--- config.mk ---
export PLATFORM = sky130hd
export DESIGN_NAME = mips_fetch_unit
export DESIGN_NICKNAME = d
export VERILOG_FILES = /design/src/rtl/mips_pkg.sv /design/src/rtl/fetch_queue.sv /design/src/rtl/mips_fetch_unit.sv
export SDC_FILE = /design/constraint.sdc
export NUM_CORES = 1
export LEC_CHECK = 0
export ABC_AREA = 1
export CELL_PAD_IN_SITES_DETAIL_PLACEMENT = 1
export CELL_PAD_IN_SITES_GLOBAL_PLACEMENT = 1
export CORE_MARGIN = 1.5
export CORE_UTILIZATION = 45
export CTS_CLUSTER_DIAMETER = 60
export DETAILED_ROUTE_END_ITERATION = 10
export PLACE_DENSITY_LB_ADDON = 0.1
export SETUP_SLACK_MARGIN = 0.02
export SLEW_MARGIN = 25
export SYNTH_ARGS = -nofsm -noshare
export SYNTH_HDL_FRONTEND = slang
export SYNTH_SLANG_ARGS = --single-unit
--- constraint.sdc ---
create_clock -name clock -period 4.4 [get_ports clock]
set_input_delay 1.32 -clock clock [delete_from_list [all_inputs] [get_ports clock]]
set_output_delay 1.32 -clock clock [all_outputs]
set_load 0.01 [all_outputs]
--- src/rtl/mips_pkg.sv ---
// Shared MIPS core constants: instruction word geometry and word-alignment helper.
package mips_pkg;
   localparam int INSTR_WIDTH = 32;
   localparam int INSTR_BYTES = 4;
   // Low address bits that select a byte within an instruction word.
   localparam int WORD_MASK   = INSTR_BYTES - 1;
endpackage

--- src/rtl/fetch_queue.sv ---
// Synchronous FIFO holding fetched {instruction, pc} entries, with single-cycle flush.
module fetch_queue #(
   parameter int DEPTH = 4,
   parameter int WIDTH = 64
) (
   input  logic                         clock,
   input  logic                         reset,
   input  logic                         flush,
   input  logic                         push,
   input  logic [WIDTH-1:0]             push_data,
   input  logic                         pop,
   output logic [WIDTH-1:0]             head_data,
   output logic [$clog2(DEPTH+1)-1:0]   count,
   output logic                         empty,
   output logic                         full
);
   localparam int PW = $clog2(DEPTH);
   localparam int CW = $clog2(DEPTH+1);

   logic [WIDTH-1:0] mem_r [DEPTH];
   logic [PW-1:0]    wr_ptr_r;
   logic [PW-1:0]    rd_ptr_r;
   logic [CW-1:0]    count_r;
   logic             push_s;
   logic             pop_s;

   assign empty     = (count_r == {CW{1'b0}});
   assign full      = (count_r == CW'(DEPTH));
   assign count     = count_r;
   assign head_data = mem_r[rd_ptr_r];
   assign pop_s     = pop && !empty;
   assign push_s    = push && (!full || pop_s);

   // Pointer and occupancy tracking; flush wins over push/pop.
   always_ff @(posedge clock or negedge reset) begin
      if (!reset) begin
         wr_ptr_r <= {PW{1'b0}};
         rd_ptr_r <= {PW{1'b0}};
         count_r  <= {CW{1'b0}};
      end else if (flush) begin
         wr_ptr_r <= {PW{1'b0}};
         rd_ptr_r <= {PW{1'b0}};
         count_r  <= {CW{1'b0}};
      end else begin
         if (push_s) wr_ptr_r <= wr_ptr_r + PW'(1'b1);
         else        wr_ptr_r <= wr_ptr_r;
         if (pop_s)  rd_ptr_r <= rd_ptr_r + PW'(1'b1);
         else        rd_ptr_r <= rd_ptr_r;
         case ({push_s, pop_s})
            2'b10:   count_r <= count_r + CW'(1'b1);
            2'b01:   count_r <= count_r - CW'(1'b1);
            default: count_r <= count_r;
         endcase
      end
   end

   // Entry storage.
   always_ff @(posedge clock or negedge reset) begin
      if (!reset) begin
         for (int i = 0; i < DEPTH; i++) mem_r[i] <= {WIDTH{1'b0}};
      end else if (push_s && !flush) begin
         mem_r[wr_ptr_r] <= push_data;
      end else begin
         mem_r[wr_ptr_r] <= mem_r[wr_ptr_r];
      end
   end
endmodule

--- src/rtl/mips_fetch_unit.sv ---
// Instruction-fetch front end: PC sequencing, credit-limited imem requests,
// redirect handling and a decoupling queue toward decode.
module mips_fetch_unit
   import mips_pkg::*;
#(
   parameter int                    ADDR_WIDTH = 32,
   parameter int                    DEPTH      = 4,
   parameter logic [ADDR_WIDTH-1:0] RESET_PC   = {ADDR_WIDTH{1'b0}}
) (
   input  logic                   clock,
   input  logic                   reset,
   input  logic                   redirect_valid,
   input  logic [ADDR_WIDTH-1:0]  redirect_pc,
   output logic                   imem_req,
   output logic [ADDR_WIDTH-1:0]  imem_addr,
   input  logic [31:0]            imem_rdata,
   output logic                   instr_valid,
   input  logic                   instr_ready,
   output logic [31:0]            instr,
   output logic [ADDR_WIDTH-1:0]  instr_pc,
   output logic [ADDR_WIDTH-1:0]  pc_curr
);
   localparam int                    CW         = $clog2(DEPTH+1);
   localparam int                    EW         = INSTR_WIDTH + ADDR_WIDTH;
   localparam logic [CW:0]           DEPTH_LIM  = (CW+1)'(DEPTH);
   localparam logic [ADDR_WIDTH-1:0] PC_STEP    = ADDR_WIDTH'(INSTR_BYTES);
   localparam logic [ADDR_WIDTH-1:0] ALIGN_MASK = ~ADDR_WIDTH'(WORD_MASK);

   logic [ADDR_WIDTH-1:0] pc_r;
   logic [ADDR_WIDTH-1:0] inflight_pc_r;
   logic                  inflight_r;
   logic [CW-1:0]         count_s;
   logic [CW:0]           credit_used_s;
   logic                  empty_s;
   logic                  full_s;
   logic                  req_s;
   logic                  push_s;
   logic                  pop_s;
   logic [EW-1:0]         head_s;

   // Buffered plus in-flight fetches must fit the queue; a same-cycle pop gives no credit.
   assign credit_used_s = {1'b0, count_s} + {{CW{1'b0}}, inflight_r};
   assign req_s  = reset && !redirect_valid && !full_s && (credit_used_s < DEPTH_LIM);
   assign push_s = inflight_r && !redirect_valid;
   assign pop_s  = instr_valid && instr_ready && !redirect_valid;

   assign imem_req    = req_s;
   assign imem_addr   = pc_r;
   assign pc_curr     = pc_r;
   assign instr_valid = !empty_s;
   assign instr       = instr_valid ? head_s[EW-1:ADDR_WIDTH] : {INSTR_WIDTH{1'b0}};
   assign instr_pc    = instr_valid ? head_s[ADDR_WIDTH-1:0]  : {ADDR_WIDTH{1'b0}};

   // PC and in-flight tracking; redirect has highest priority and kills the pending response.
   always_ff @(posedge clock or negedge reset) begin
      if (!reset) begin
         pc_r          <= RESET_PC;
         inflight_r    <= 1'b0;
         inflight_pc_r <= {ADDR_WIDTH{1'b0}};
      end else if (redirect_valid) begin
         pc_r          <= redirect_pc & ALIGN_MASK;
         inflight_r    <= 1'b0;
         inflight_pc_r <= inflight_pc_r;
      end else if (req_s) begin
         pc_r          <= pc_r + PC_STEP;
         inflight_r    <= 1'b1;
         inflight_pc_r <= pc_r;
      end else begin
         pc_r          <= pc_r;
         inflight_r    <= 1'b0;
         inflight_pc_r <= inflight_pc_r;
      end
   end

   fetch_queue #(
      .DEPTH (DEPTH),
      .WIDTH (EW)
   ) u_queue (
      .clock     (clock),
      .reset     (reset),
      .flush     (redirect_valid),
      .push      (push_s),
      .push_data ({imem_rdata, inflight_pc_r}),
      .pop       (pop_s),
      .head_data (head_s),
      .count     (count_s),
      .empty     (empty_s),
      .full      (full_s)
   );
endmodule
### Register map, names as in the netlist

(1 px per um)
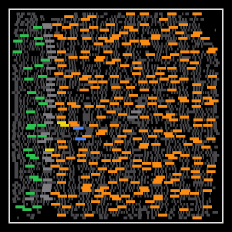
netlist name	colour	placed flops
`imem_addr`	green	30
`u_queue.count`	yellow	3
`u_queue.rd_ptr_r`	blue	2
`u_queue.mem_r`	orange	256
not coloured	33

### Port wiring

(2 px per um)
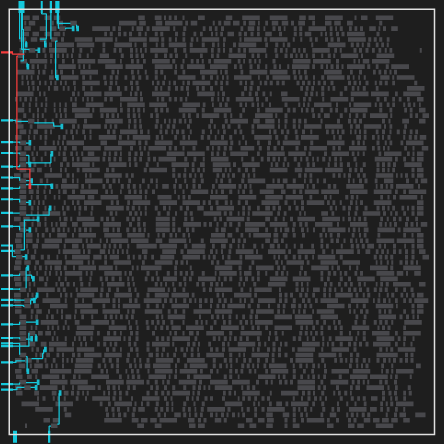
port	colour	bits	direction	end cells	buffers	wire
`imem_req`	red	1	output	1	1	80.4 um
`redirect_pc`	cyan	32	input	30	30	478 um
Boundary Pins: 198
Port Buf Inserts: 191

### Clock routing

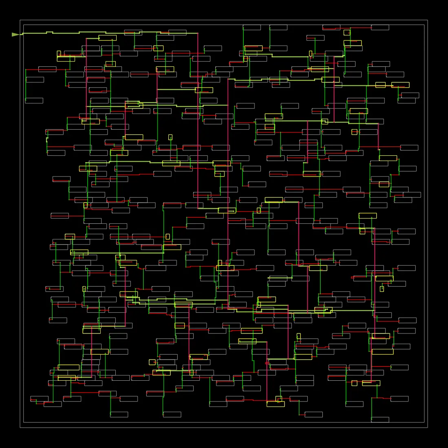
TritonCTS sink count: 324
Clk Latency, worst-skew pair: 0.59 ns
Setup Skew: 0.02312 ns

### Gate families picked out

(2 px per um)
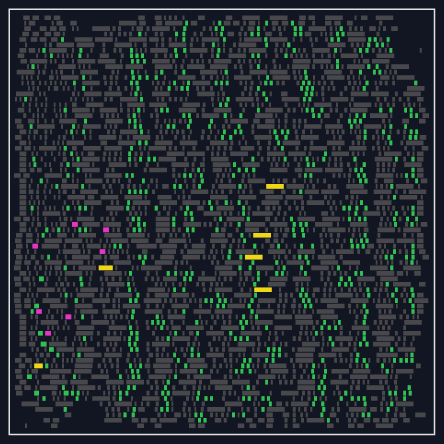
family	colour	cells	most used
aoi and oai cells	green	588	o21ai_0
fa/ha/maj cells	yellow	6	ha_4
xor and xnor cells	magenta	7	xor2_1
fraction of area in multi-input gates: 42.69%
number of non-filler instances in the completed layout: 3443

==> flow_metrics.rpt <==
PHYSICAL IMPLEMENTATION REPORT
----------------------------------------------------
[Outcome]
  Outcome ........................ completed

[Setup path]
  Critical path data required time ........................ 3.08 ns
  Largest fanout of any net on the critical path ........................ 41
  Type of element launching the critical path ........................ flop
  Setup Crit Path Kind ........................ flop to output port
  Peak per-stage delay on the critical path ........................ 0.60 ns
  Arrival time worst endpoint ........................ 2.92 ns
  Number of buffer and inverter stages on the critical path ........................ 3

[Run]
  Tool Warnings ........................ 39
  Max-cap violations ........................ 0

[Synth]
  Area fraction of the dominant cell type after synthesis ........................ 41.27%
  Post-synthesis register bit count ........................ 324
  Cells in synth_stat.txt ........................ 2821
  Warning count from the yosys run ........................ 0
  Commonest cells post-synth ........................ 784 x nand3_1, 439 x nand2_1, 324 x dfrtp_1
  Primary FF master, synth ........................ dfrtp_1
  Most area-consuming cells after synthesis ........................ dfrtp_1 41%, nand3_1 20%, nand2_1 8.4%
  Synthesized cell area ........................ 19640 um2
  Seq share, synth ........................ 41.27%
  Synthesized instance count ........................ 2821
  Cell type with the largest total area ........................ dfrtp_1

[Clock tree]
  # Post-CTS Setup Buffers ........................ 0
  Clock transition at path regs ........................ 0.06 ns
  Clock Tree Buf Depth ........................ 3
  Buffer type at the clock tree root ........................ clkbuf_16

[Detailed routing]
  Final ANT Viol Nets ........................ 0
  Met2 layer wire length in the routed design ........................ 35940 um
  Routed length per instance ........................ 21.35 um
  Post-detailed-routing wire length ........................ 73500 um
  Number of DRC markers after the initial detailed-route iteration ........................ 1800
  Via Count ........................ 21147

[Timing]
  Post-route fraction of the period consumed by the critical path ........................ 96.32%
  Worst hold margin ........................ 0.4951 ns
  Worst Max-Slew Pin Slew ........................ 1.018 ns
  Period minus WS final ........................ 4.238 ns
  Highest achievable clock rate ........................ 235.9 MHz
  Relative slew margins ........................ 32.13%

[Power and ir drop]
  Static Leakage ........................ 9.711 nW

[Floorplanning]
  Row cnt ........................ 76
  Placeable Area ........................ 43080 um2

[Global routing]
  Global-route wire length before repair ........................ 117900 um
  Largest net degree at the start of global routing ........................ 146
  Global routing usage summed across all routing layers ........................ 33.03%

[Layout]
  Share of post-route cells with drive strength above 1 ........................ 4.969%
  Final #Nets ........................ 2901
  FF+latch area ........................ 8123 um2

[Placement]
  HPWL reported at the end of detailed placement ........................ 41870 um

----------------------------------------------------
-- routing by layer --
metal  up-vias  global-route usage, %
li1       9562                      -
met1     10704                  42.34
met2       727                  55.83
met3       154                  5.622
met4         0                  12.17
met5         -                      0
-- area by class of cell --
class | instances | area share [%]
tap | 585 | 3.178
clock inverter | 21 | 0.8801
multi-input combinational | 2094 | 42.69
sequential | 324 | 35.27
timing repair buffer | 233 | 10.54
clock buffer | 54 | 5.243
inverter | 132 | 2.200
-- metrics by stage --
step / setup WS [ns] / area (um2) / cells / utilization [%]
2_1_floorplan: 1.014 / 19660 / 2824 / -
3_3_place_gp: 0.4353 / 21610 / 3368 / 50.16
3_5_place_dp: 0.4425 / 21610 / 3368 / 50.16
4_1_cts: 0.02369 / 23020 / 3443 / 53.44
5_1_grt: 0.09206 / 23030 / 3443 / 53.46
6_report: 0.1617 / 23030 / 3443 / 53.46
-- final timing paths --
kind	startpoint	to	cells past startpoint	slack, ns
max in group asynchronous	reset	u_queue.rd_ptr_r[1]	3	1.96
hold / removal	u_queue.mem_r[182]	u_queue.mem_r[182]	2	0.50
setup reg to reg	u_queue.wr_ptr_r[0]	u_queue.mem_r[39]	6	1.19
setup / recovery	u_queue.rd_ptr_r[1]	instr_pc[15]	6	0.16
hold reg to reg	u_queue.mem_r[182]	u_queue.mem_r[182]	2	0.50
min in group asynchronous	reset	u_queue.mem_r[248]	1	0.54
-- cell families after synthesis --
| family | after synthesis | synth area share [%] |
|---|---|---|
| DFF | 324 | 41.27 |
| buffers and inverters | 406 | 9.064 |
| AOI/OAI and AO/OA | 588 | 15.09 |
| xor gates and xnor gates | 7 | 0.3121 |
| adders and majority gates | 6 | 0.4204 |
| and+or+nand+nor | 1489 | 33.82 |
| other | 1 | 0.01909 |
-- cell usage in the layout (no fill, tap or decap), types with 9 or more instances in the layout --
cell type / Yosys / final
clkbuf_16: 0 / 43
nand2_1: 439 / 439
dfrtp_1: 324 / 320
clkdlybuf4s50_1: 0 / 190
nor2_1: 244 / 244
buf_12: 0 / 15
o21ai_0: 317 / 317
inv_1: 122 / 121
nand3_1: 784 / 784
a21oi_1: 200 / 200
clkbuf_8: 0 / 9
clkinv_2: 1 / 14
buf_4: 40 / 25
o21ai_1: 63 / 63
-- report_power, final --
group          switching (W)  total (W)  leakage [nW]  internal (W)
clock                0.00145    0.00356         0.701       0.00212
combinational        0.00196    0.00320          5.09       0.00125
sequential          0.000828    0.00483          3.92       0.00400
-- worst register-to-register path, stage by stage (launching register included) --
cell and delay (ns):
dfrtp_4 0.41, buf_4 0.74, ha_4 0.67, clkinv_2 0.57
buf_4 0.45, nand2_1 0.12, nand3_1 0.09
-- sequential cells by signal, indices dropped and copies added, names as in the netlist --
register	cells
imem_addr	30
inflight_pc_r	30
inflight_r	1
u_queue.count	3
u_queue.mem_r	256
u_queue.rd_ptr_r	2
u_queue.wr_ptr_r	2
-- timing repair --
action,in CTS,in global routing
setup endpoints to repair,1,1
endpoints found under the hold margin,0,0
resized,1,1
cloned,0,0
No activity file was given, so power comes from the tool's default toggle rates.
